[config.mk]
export PLATFORM = sky130hd
export DESIGN_NAME = multicycle_control
export DESIGN_NICKNAME = d
export VERILOG_FILES = /design/src/rtl/riscv_ctrl_pkg.sv /design/src/rtl/branch_eval.sv /design/src/rtl/multicycle_control.sv
export SDC_FILE = /design/constraint.sdc
export NUM_CORES = 1
export LEC_CHECK = 0
export CORE_ASPECT_RATIO = 0.7
export CORE_UTILIZATION = 33
export DETAILED_ROUTE_END_ITERATION = 6
export SYNTH_ARGS = -nofsm -noshare
export SYNTH_HDL_FRONTEND = slang
export SYNTH_SLANG_ARGS = --single-unit
[constraint.sdc]
create_clock -name clk -period 6.8 [get_ports clk]
set_clock_uncertainty 0.05 [all_clocks]
set_input_delay 1.02 -clock clk [delete_from_list [all_inputs] [get_ports clk]]
set_output_delay 1.02 -clock clk [all_outputs]
set_load 0.05 [all_outputs]
[src/rtl/riscv_ctrl_pkg.sv]
// Shared encodings for the RV64 multicycle control unit: opcodes, FSM states,
// immediate/RF-input select codes, branch funct3 codes and instruction classes.
package riscv_ctrl_pkg;

    localparam logic [6:0] OP_R      = 7'b0110011;
    localparam logic [6:0] OP_IMM    = 7'b0010011;
    localparam logic [6:0] OP_LOAD   = 7'b0000011;
    localparam logic [6:0] OP_STORE  = 7'b0100011;
    localparam logic [6:0] OP_BRANCH = 7'b1100011;
    localparam logic [6:0] OP_JAL    = 7'b1101111;
    localparam logic [6:0] OP_JALR   = 7'b1100111;
    localparam logic [6:0] OP_AUIPC  = 7'b0010111;

    typedef enum logic [2:0] {
        S_FETCH  = 3'd0,
        S_DECODE = 3'd1,
        S_EXEC   = 3'd2,
        S_MEM    = 3'd3,
        S_WB     = 3'd4,
        S_TRAP   = 3'd5
    } state_e;

    localparam logic [2:0] IMM_I = 3'b000;
    localparam logic [2:0] IMM_S = 3'b001;
    localparam logic [2:0] IMM_B = 3'b010;
    localparam logic [2:0] IMM_J = 3'b011;
    localparam logic [2:0] IMM_U = 3'b100;

    localparam logic [1:0] RFIN_ALU = 2'b00;
    localparam logic [1:0] RFIN_DM  = 2'b01;
    localparam logic [1:0] RFIN_PC  = 2'b11;

    localparam logic [2:0] F3_BEQ  = 3'b000;
    localparam logic [2:0] F3_BNE  = 3'b001;
    localparam logic [2:0] F3_BLT  = 3'b100;
    localparam logic [2:0] F3_BGE  = 3'b101;
    localparam logic [2:0] F3_BLTU = 3'b110;
    localparam logic [2:0] F3_BGEU = 3'b111;

    typedef enum logic [3:0] {
        CL_R, CL_IMM, CL_LOAD, CL_STORE, CL_BRANCH,
        CL_JAL, CL_JALR, CL_AUIPC, CL_ILLEGAL
    } iclass_e;

    typedef struct packed {
        logic       load_ir;
        logic       load_pc;
        logic       we_rf;
        logic       alu_a;
        logic       alu_b;
        logic       pc_a;
        logic       pc_b;
        logic       pc_rf;
        logic [2:0] imme;
        logic [1:0] rf_in;
        logic       dm_req;
        logic       dm_we;
        logic       halted;
    } ctrl_t;

    function automatic iclass_e classify(input logic [6:0] op);
        case (op)
            OP_R:      return CL_R;
            OP_IMM:    return CL_IMM;
            OP_LOAD:   return CL_LOAD;
            OP_STORE:  return CL_STORE;
            OP_BRANCH: return CL_BRANCH;
            OP_JAL:    return CL_JAL;
            OP_JALR:   return CL_JALR;
            OP_AUIPC:  return CL_AUIPC;
            default:   return CL_ILLEGAL;
        endcase
    endfunction

    // R-type has no immediate; it falls to the I code so the mux stays quiet.
    function automatic logic [2:0] imm_for(input iclass_e c);
        case (c)
            CL_STORE:  return IMM_S;
            CL_BRANCH: return IMM_B;
            CL_JAL:    return IMM_J;
            CL_AUIPC:  return IMM_U;
            default:   return IMM_I;
        endcase
    endfunction

endpackage

[src/rtl/branch_eval.sv]
// Branch condition selector: picks the ALU compare flag named by funct3 and
// flags the two funct3 values that have no branch meaning.
module branch_eval
    import riscv_ctrl_pkg::*;
(
    input  logic [2:0] funct3,
    input  logic [5:0] flags,
    output logic       taken,
    output logic       illegal_br
);

    always_comb begin
        taken      = 1'b0;
        illegal_br = 1'b0;
        case (funct3)
            F3_BEQ:  taken = flags[0];
            F3_BNE:  taken = flags[1];
            F3_BLT:  taken = flags[2];
            F3_BGE:  taken = flags[3];
            F3_BLTU: taken = flags[4];
            F3_BGEU: taken = flags[5];
            default: illegal_br = 1'b1;
        endcase
    end

endmodule

[src/rtl/multicycle_control.sv]
// Multicycle control unit for the RV64 datapath: FETCH/DECODE/EXEC/MEM/WB
// sequencing, data-memory handshake with optional timeout, retire counter.
module multicycle_control
    import riscv_ctrl_pkg::*;
#(
    parameter int unsigned DM_WAIT_MAX = 0,
    parameter int unsigned CNT_W       = 32
) (
    input  logic             clk,
    input  logic             rst,
    input  logic [6:0]       opcode,
    input  logic [2:0]       funct3,
    input  logic [5:0]       flags,
    input  logic             dm_ready,
    output logic             load_IR,
    output logic             load_PC,
    output logic             we_RF,
    output logic             sel_ALU_A,
    output logic             sel_ALU_B,
    output logic             sel_PC_A,
    output logic             sel_PC_B,
    output logic             sel_PC_RF,
    output logic [2:0]       sel_imme,
    output logic [1:0]       sel_RF_in,
    output logic             dm_req,
    output logic             dm_we,
    output logic             halted,
    output logic [CNT_W-1:0] instret
);

    localparam int WAIT_W = (DM_WAIT_MAX < 2) ? 1 : $clog2(DM_WAIT_MAX + 1);
    localparam logic [WAIT_W:0] WAIT_LIMIT = (WAIT_W + 1)'(DM_WAIT_MAX);

    state_e            state_q, state_d;
    logic [WAIT_W-1:0] wait_q, wait_d;
    logic [CNT_W-1:0]  instret_q, instret_d;
    logic [WAIT_W:0]   wait_inc;
    logic              retire;
    logic              taken;
    logic              illegal_br;
    iclass_e           cls;
    ctrl_t             ctl;
    ctrl_t             ctl_out;

    branch_eval u_branch_eval (
        .funct3     (funct3),
        .flags      (flags),
        .taken      (taken),
        .illegal_br (illegal_br)
    );

    assign cls      = classify(opcode);
    assign wait_inc = {1'b0, wait_q} + (WAIT_W + 1)'(1);

    always_ff @(posedge clk or posedge rst) begin
        if (rst) begin
            state_q   <= S_FETCH;
            wait_q    <= '0;
            instret_q <= '0;
        end else begin
            state_q   <= state_d;
            wait_q    <= wait_d;
            instret_q <= instret_d;
        end
    end

    always_comb begin
        state_d = state_q;
        wait_d  = wait_q;
        retire  = 1'b0;
        ctl     = '0;
        case (state_q)
            S_FETCH: begin
                ctl.load_ir = 1'b1;
                state_d     = S_DECODE;
            end
            S_DECODE: begin
                ctl.imme = imm_for(cls);
                if (cls == CL_ILLEGAL || (cls == CL_BRANCH && illegal_br)) begin
                    state_d = S_TRAP;
                end else begin
                    state_d = S_EXEC;
                end
            end
            S_EXEC: begin
                case (cls)
                    CL_R: begin
                        ctl.alu_a = 1'b1;
                        ctl.alu_b = 1'b1;
                        state_d   = S_WB;
                    end
                    CL_IMM: begin
                        ctl.alu_a = 1'b1;
                        ctl.imme  = IMM_I;
                        state_d   = S_WB;
                    end
                    CL_LOAD, CL_STORE: begin
                        ctl.alu_a = 1'b1;
                        ctl.imme  = imm_for(cls);
                        state_d   = S_MEM;
                    end
                    CL_BRANCH: begin
                        ctl.alu_a   = 1'b1;
                        ctl.alu_b   = 1'b1;
                        ctl.imme    = IMM_B;
                        ctl.load_pc = 1'b1;
                        ctl.pc_a    = 1'b1;
                        ctl.pc_b    = !taken;
                        retire      = 1'b1;
                        state_d     = S_FETCH;
                    end
                    // JALR's PC sum reads rs1 before the edge, so rd == rs1 is safe.
                    CL_JAL, CL_JALR: begin
                        ctl.we_rf   = 1'b1;
                        ctl.rf_in   = RFIN_PC;
                        ctl.pc_rf   = 1'b1;
                        ctl.imme    = imm_for(cls);
                        ctl.load_pc = 1'b1;
                        ctl.pc_a    = (cls == CL_JAL);
                        ctl.pc_b    = 1'b0;
                        retire      = 1'b1;
                        state_d     = S_FETCH;
                    end
                    CL_AUIPC: begin
                        ctl.we_rf   = 1'b1;
                        ctl.rf_in   = RFIN_PC;
                        ctl.imme    = IMM_U;
                        ctl.load_pc = 1'b1;
                        ctl.pc_a    = 1'b1;
                        ctl.pc_b    = 1'b1;
                        retire      = 1'b1;
                        state_d     = S_FETCH;
                    end
                    default: state_d = S_TRAP;
                endcase
            end
            S_MEM: begin
                // Keep the EXEC address selects so the DM address is stable.
                ctl.alu_a  = 1'b1;
                ctl.imme   = imm_for(cls);
                ctl.dm_req = 1'b1;
                ctl.dm_we  = (cls == CL_STORE);
                if (dm_ready) begin
                    if (cls == CL_LOAD) begin
                        ctl.we_rf = 1'b1;
                        ctl.rf_in = RFIN_DM;
                    end
                    ctl.load_pc = 1'b1;
                    ctl.pc_a    = 1'b1;
                    ctl.pc_b    = 1'b1;
                    retire      = 1'b1;
                    wait_d      = '0;
                    state_d     = S_FETCH;
                end else if (DM_WAIT_MAX != 0 && wait_inc == WAIT_LIMIT) begin
                    wait_d  = '0;
                    state_d = S_TRAP;
                end else begin
                    wait_d = wait_inc[WAIT_W-1:0];
                end
            end
            S_WB: begin
                ctl.alu_a   = 1'b1;
                ctl.alu_b   = (cls == CL_R);
                ctl.imme    = imm_for(cls);
                ctl.we_rf   = 1'b1;
                ctl.rf_in   = RFIN_ALU;
                ctl.load_pc = 1'b1;
                ctl.pc_a    = 1'b1;
                ctl.pc_b    = 1'b1;
                retire      = 1'b1;
                state_d     = S_FETCH;
            end
            S_TRAP: begin
                ctl.halted = 1'b1;
            end
            default: state_d = S_TRAP;
        endcase
    end

    assign instret_d = instret_q + CNT_W'(retire);

    // Reset forces every strobe low at once, even mid-access with dm_req high.
    assign ctl_out   = rst ? '0 : ctl;

    assign load_IR   = ctl_out.load_ir;
    assign load_PC   = ctl_out.load_pc;
    assign we_RF     = ctl_out.we_rf;
    assign sel_ALU_A = ctl_out.alu_a;
    assign sel_ALU_B = ctl_out.alu_b;
    assign sel_PC_A  = ctl_out.pc_a;
    assign sel_PC_B  = ctl_out.pc_b;
    assign sel_PC_RF = ctl_out.pc_rf;
    assign sel_imme  = ctl_out.imme;
    assign sel_RF_in = ctl_out.rf_in;
    assign dm_req    = ctl_out.dm_req;
    assign dm_we     = ctl_out.dm_we;
    assign halted    = ctl_out.halted;
    assign instret   = instret_q;

endmodule

### Wiring by layer, run 1

Drawn at 3 px/µm.
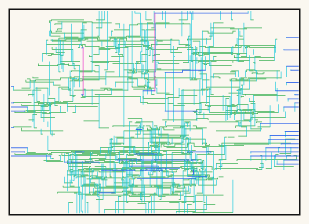
M4: shown in magenta, wire length 41.5 µm. M3: shown in blue, wire length 357 µm. M2: shown in cyan, wire length 1,970 µm. M1: shown in green, wire length 2,790 µm.
DR vias: 1,873
per-cell routed wire length: 14.33 µm
Global Route Usage Sum: 17.28%
final WL: 5159 µm

### Clock nets, run 1

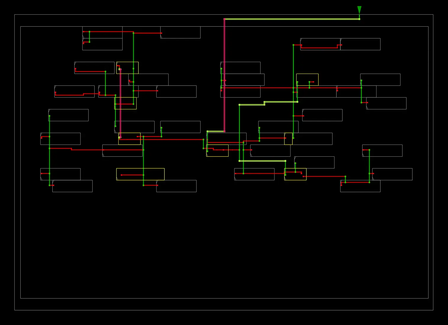
Skew-Pair Late Insertion Delay: 0.28 ns
TritonCTS Sinks: 35
cts bufs inserted: 5
Flops: 35

### Pin placement, run 1

Drawn at 4 px/µm. Pins as bars across the die edge, other pins in grey.
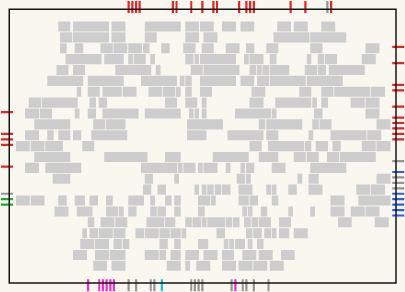
`flags`: shown in blue, pins 6, direction input, edge east. `instret`: shown in red, pins 32, direction output, edge 17 north, 10 east, 5 west. `load_IR`: shown in cyan, pins 1, direction output, edge south. `sel_RF_in`: shown in green, pins 2, direction output, edge west. `opcode`: shown in magenta, pins 7, direction input, edge south.
All pins by edge: 21 south, 20 east, 18 north, 8 west.
Chip Height: 68.04 µm
width of the die: 96.34 µm

### Cell density map, run 1

Drawn at 4 px/µm. The die is cut into 10 by 7 equal tiles; black is low, pale yellow is high, 0 to 100% covered.
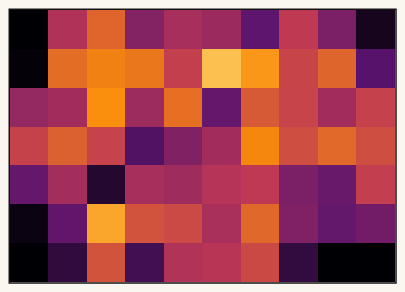
7.1% of the tiles are nearly empty. The fullest tile reaches 86%. The emptiest ninth of the die: south-east. The mean over all tiles is 43%.
Core Area: 5871 µm²
final core utilization: 49.40%
Starting Density: 35.02%

==> run summary, run 1 <==
setup TNS - 0 ns
peak supply drop - 234.9 µV
Fill cells - 578
Chip Area - 6554 µm²
placement row count - 23
RePlAce Congestion - 0.9042
Floorplan Nets - 238
RSZ-0062 raised after global routing - no
Bufs on Longest Clock Path - 2
fin crit period - 4.895 ns
hold path cells - 1
initial DRC count - 196
ys async rst share - 100.0%
Min-Delay Endpoint - instret[31]
first-pass GRT wire length - 8590 µm
Leak - 1.150 nW
largest net degree at the start of global routing - 37
vias in the first global route - 1,711
area delta synth->final - 41.08%
crit path max fanout - 14
Synth top cell by count - dfrtp_1
io pins - 67
count of library flops with an enable pin - 0
ys flops - 35
Post-CTS Repair Setup Buffers - 0
Hold/Removal Path Class - reg -> reg
Yosys Chip Area - 2056 µm²
IO buf count - 66
DRC - 0
crit path DAT - 3.83 ns
ys flop type - dfrtp_1
CP startpoint - opcode[6]
Log Warnings - 26
kind of end point of the critical path - output pin
Power Density - 200.3 nW/µm²
Critical Path Sink - sel_PC_B
comb area leader - simple AND/OR/NAND/NOR gates
outcome - finished clean
worst r2r path cells - 11
area of the mapped netlist - 2056 µm²
CP Class - in -> out
Basic Gates by Area - 27.08%
Yosys Instances - 217
HPWL after DPL - 3949 µm
reg2reg start - state_q[2]
CTS tree - yes
# diodes - 0
layout cells sized above 1 - 6.667%
Post-CTS Hold Buffers - 0
router iterations before antenna repair - 4
commonest non-fill, non-tap cell in the layout - clkdlybuf4s50_1
distinct lib cells - 50
combinational gate area - 1115 µm²
vias per cell - 5.203
Final ANT Viol Nets - 0
initial antenna violation count - 0
Post-CTS Resized - 0
critical path required time - 5.73 ns
htree depth - 2
most frequent cells after synthesis - dfrtp_1, nand2_1, xnor2_1
Final Cycle Share - 71.99%
headroom to the max-slew limit - 64.85%
flop2flop setup slack - 3.80 ns
## run 1: worst max-delay path, cell delays in order
cell and delay (ns):
clkdlybuf4s50_1 0.65, nand2b_1 0.30, o21a_1 0.20, o31ai_2 0.32, nand2_1 0.15, a221oi_1 0.33
clkdlybuf4s50_1 0.86
## run 1: logic make-up (layout without fill, tap and decap cells)
kind of cell             count (synthesis)  in the layout
AND-OR/OR-AND                           30             30
AND/OR/NAND/NOR                        102            102
XOR/XNOR                                30             30
multiplexers                             3              3
flip-flops                              35             35
adder cells (fa/ha/maj)                  2              2
buffers and inverters                   15             83
## run 1: per-layer routing
metal,vias to the layer above,wire [µm],track usage (%)
met1,891,2791,27.39
met2,66,1970,22.34
met3,4,357,4.222
li1,912,-,-
met4,0,41,4.963
met5,-,0,0
## run 1: area by class of cell
| class | instances | share of cell area, % |
|---|---|---|
| multi-input cells | 167 | 38.44 |
| flip-flops and latches | 35 | 30.20 |
| repair buffers | 67 | 23.04 |
| well taps | 75 | 3.236 |
| clock buffers | 6 | 2.847 |
| clock inverters | 2 | 1.208 |
| inverters | 8 | 1.035 |
## run 1: power by group
group          leakage, nW  switching, mW  internal, mW
Clock               0.0612         0.0740         0.119
Combinational        0.620         0.0957        0.0532
Sequential           0.468         0.0180         0.221
## run 1: metrics by stage
| step | setup WS (ns) | cell area, µm² | hold WS (ns) |
|---|---|---|---|
| after detailed placement | 1.918 | 2783 | 0.4171 |
| after global routing | 1.758 | 2900 | 0.4457 |
| after CTS | 1.925 | 2900 | 0.4269 |
| after global placement | 1.999 | 2783 | 0.4103 |
| final | 1.905 | 2900 | 0.4221 |
| after floorplan | 2.339 | 2056 | 0.5241 |
## run 1: registers in the layout, summed over array words and instances, names as in the netlist
signal and flops:
state_q 3, instret 32
==> run 2: changes to the inputs <==
clock period = 4.7 ns   (was 6.8 ns; I/O delays follow)
==> run summary, run 2 <==
Global Route Usage Sum - 16.70% (-0.58 points)
distinct lib cells - 50 (unchanged)
ys async rst share - 100.0% (unchanged)
CP peak stage delay - 0.86 ns (about the same)
Starting Density - 35.02% (unchanged)
HPWL after DPL - 3904 µm (-1.1%)
fin crit period - 4.300 ns
vias per cell - 5.145 (-1.1%)
DR vias - 1,847 (-1.4%)
reg2reg start - state_q[2]
Yosys Instances - 217 (unchanged)
io pins - 67 (unchanged)
min setup slack post-route - 0.3999 ns (-1.505 ns)
area of the mapped netlist - 2056 µm² (unchanged)
worst r2r path cells - 11 (unchanged)
IO buf count - 66 (unchanged)
outcome - finished clean
width of the die - 96.34 µm (unchanged)
count of library flops with an enable pin - 0 (unchanged)
CP startpoint - opcode[6]
initial antenna violation count - 0 (unchanged)
Log Warnings - 26 (unchanged)
CP Class - in -> out
cts bufs inserted - 5 (unchanged)
Bufs on Longest Clock Path - 2 (unchanged)
router iterations before antenna repair - 4 (unchanged)
Post-CTS Resized - 0 (unchanged)
layout cells sized above 1 - 5.986% (-0.68 points)
Post-CTS Repair Setup Buffers - 0 (unchanged)
crit path cell chain - clkdlybuf4s50_1, nand3b_1, nor3_1, o221ai_1, a221oi_1, clkdlybuf4s50_1
Hold/Removal Path Class - reg -> reg
pre-CTS setup slack - 0.4321 ns (-1.486 ns)
ys flop type - dfrtp_1
number of flip-flops in the largest register - 32 (unchanged)
Critical Path Sink - sel_PC_B
Post-DP Area - 2790 µm² (+0.27%)
area delta synth->final - 39.26%
Levels on crit path - 6 (-1)
vias in the first global route - 1,704 (-0.41%)
CTS tree - yes
family with the most delay on the worst path - buffers and inverters
kind of end point of the critical path - output pin
most frequent cells after synthesis - dfrtp_1, nand2_1, xnor2_1
-- run 2: cells by family (layout without fill, tap and decap cells) --
logic type      Yosys count  count (layout)  share of synthesized area, %
compound gates           30              30                         11.02
xor+xnor                 30              30                         12.78
fa+ha+maj                 2               2                         1.217
buf+inv                  15              82                         3.164
flops                    35              35                         42.60
mux                       3               3                         2.130
simple gates            102             102                         27.09
-- run 2: power by group --
part | switching, mW | leakage (nW) | internal (mW)
Sequential | 0.0266 | 0.468 | 0.321
Combinational | 0.138 | 0.625 | 0.0777
Clock | 0.0965 | 0.0371 | 0.0986
-- run 2: routing by layer --
metal | wire, µm | up-vias | GRT usage (%) | part of all wire (%)
met3 | 373 | 2 | 4.000 | 7.3
met2 | 1966 | 74 | 21.99 | 38
met5 | 0 | - | 0 | 0
met1 | 2763 | 857 | 26.82 | 54
li1 | - | 914 | - | -
met4 | 10 | 0 | 3.309 | 0.20
-- run 2: layout make-up --
type | instances | share of cell area, %
sequential | 35 | 30.59
clock buffer | 6 | 2.535
multi-input combinational | 167 | 38.94
timing repair buffer | 68 | 23.60
tap | 75 | 3.278
inverter | 8 | 1.049
-- run 2: worst min-delay path by stage --
stage           startpoint          end  slack [ns]  cells past startpoint
5_1_grt        instret[31]  instret[31]        0.46                      1
3_5_place_dp   instret[31]  instret[31]        0.42                      1
6_report       instret[31]  instret[31]        0.42                      1
4_1_cts        instret[31]  instret[31]        0.42                      1
2_1_floorplan   state_q[1]   state_q[1]        0.52                      2
3_3_place_gp   instret[31]  instret[31]        0.41                      1
### Cells coloured by class, run 2

Drawn at 3 px/µm.
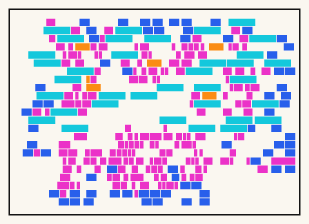
registers: shown in cyan, cells 35, share of their area 32%. remaining buffers and delay cells: shown in blue, cells 68, share of their area 24%. remaining logic cells: shown in magenta, cells 175, share of their area 41%. clock drivers and dummy loads: shown in orange, cells 6, share of their area 2.6%.
fraction of standard cell area that is sequential: 30.59%
final core utilization: 48.76%
placement row count: 23
post-route design area: 2863 µm²

Power figures rest on the tool's default switching activity, not on a simulated workload.
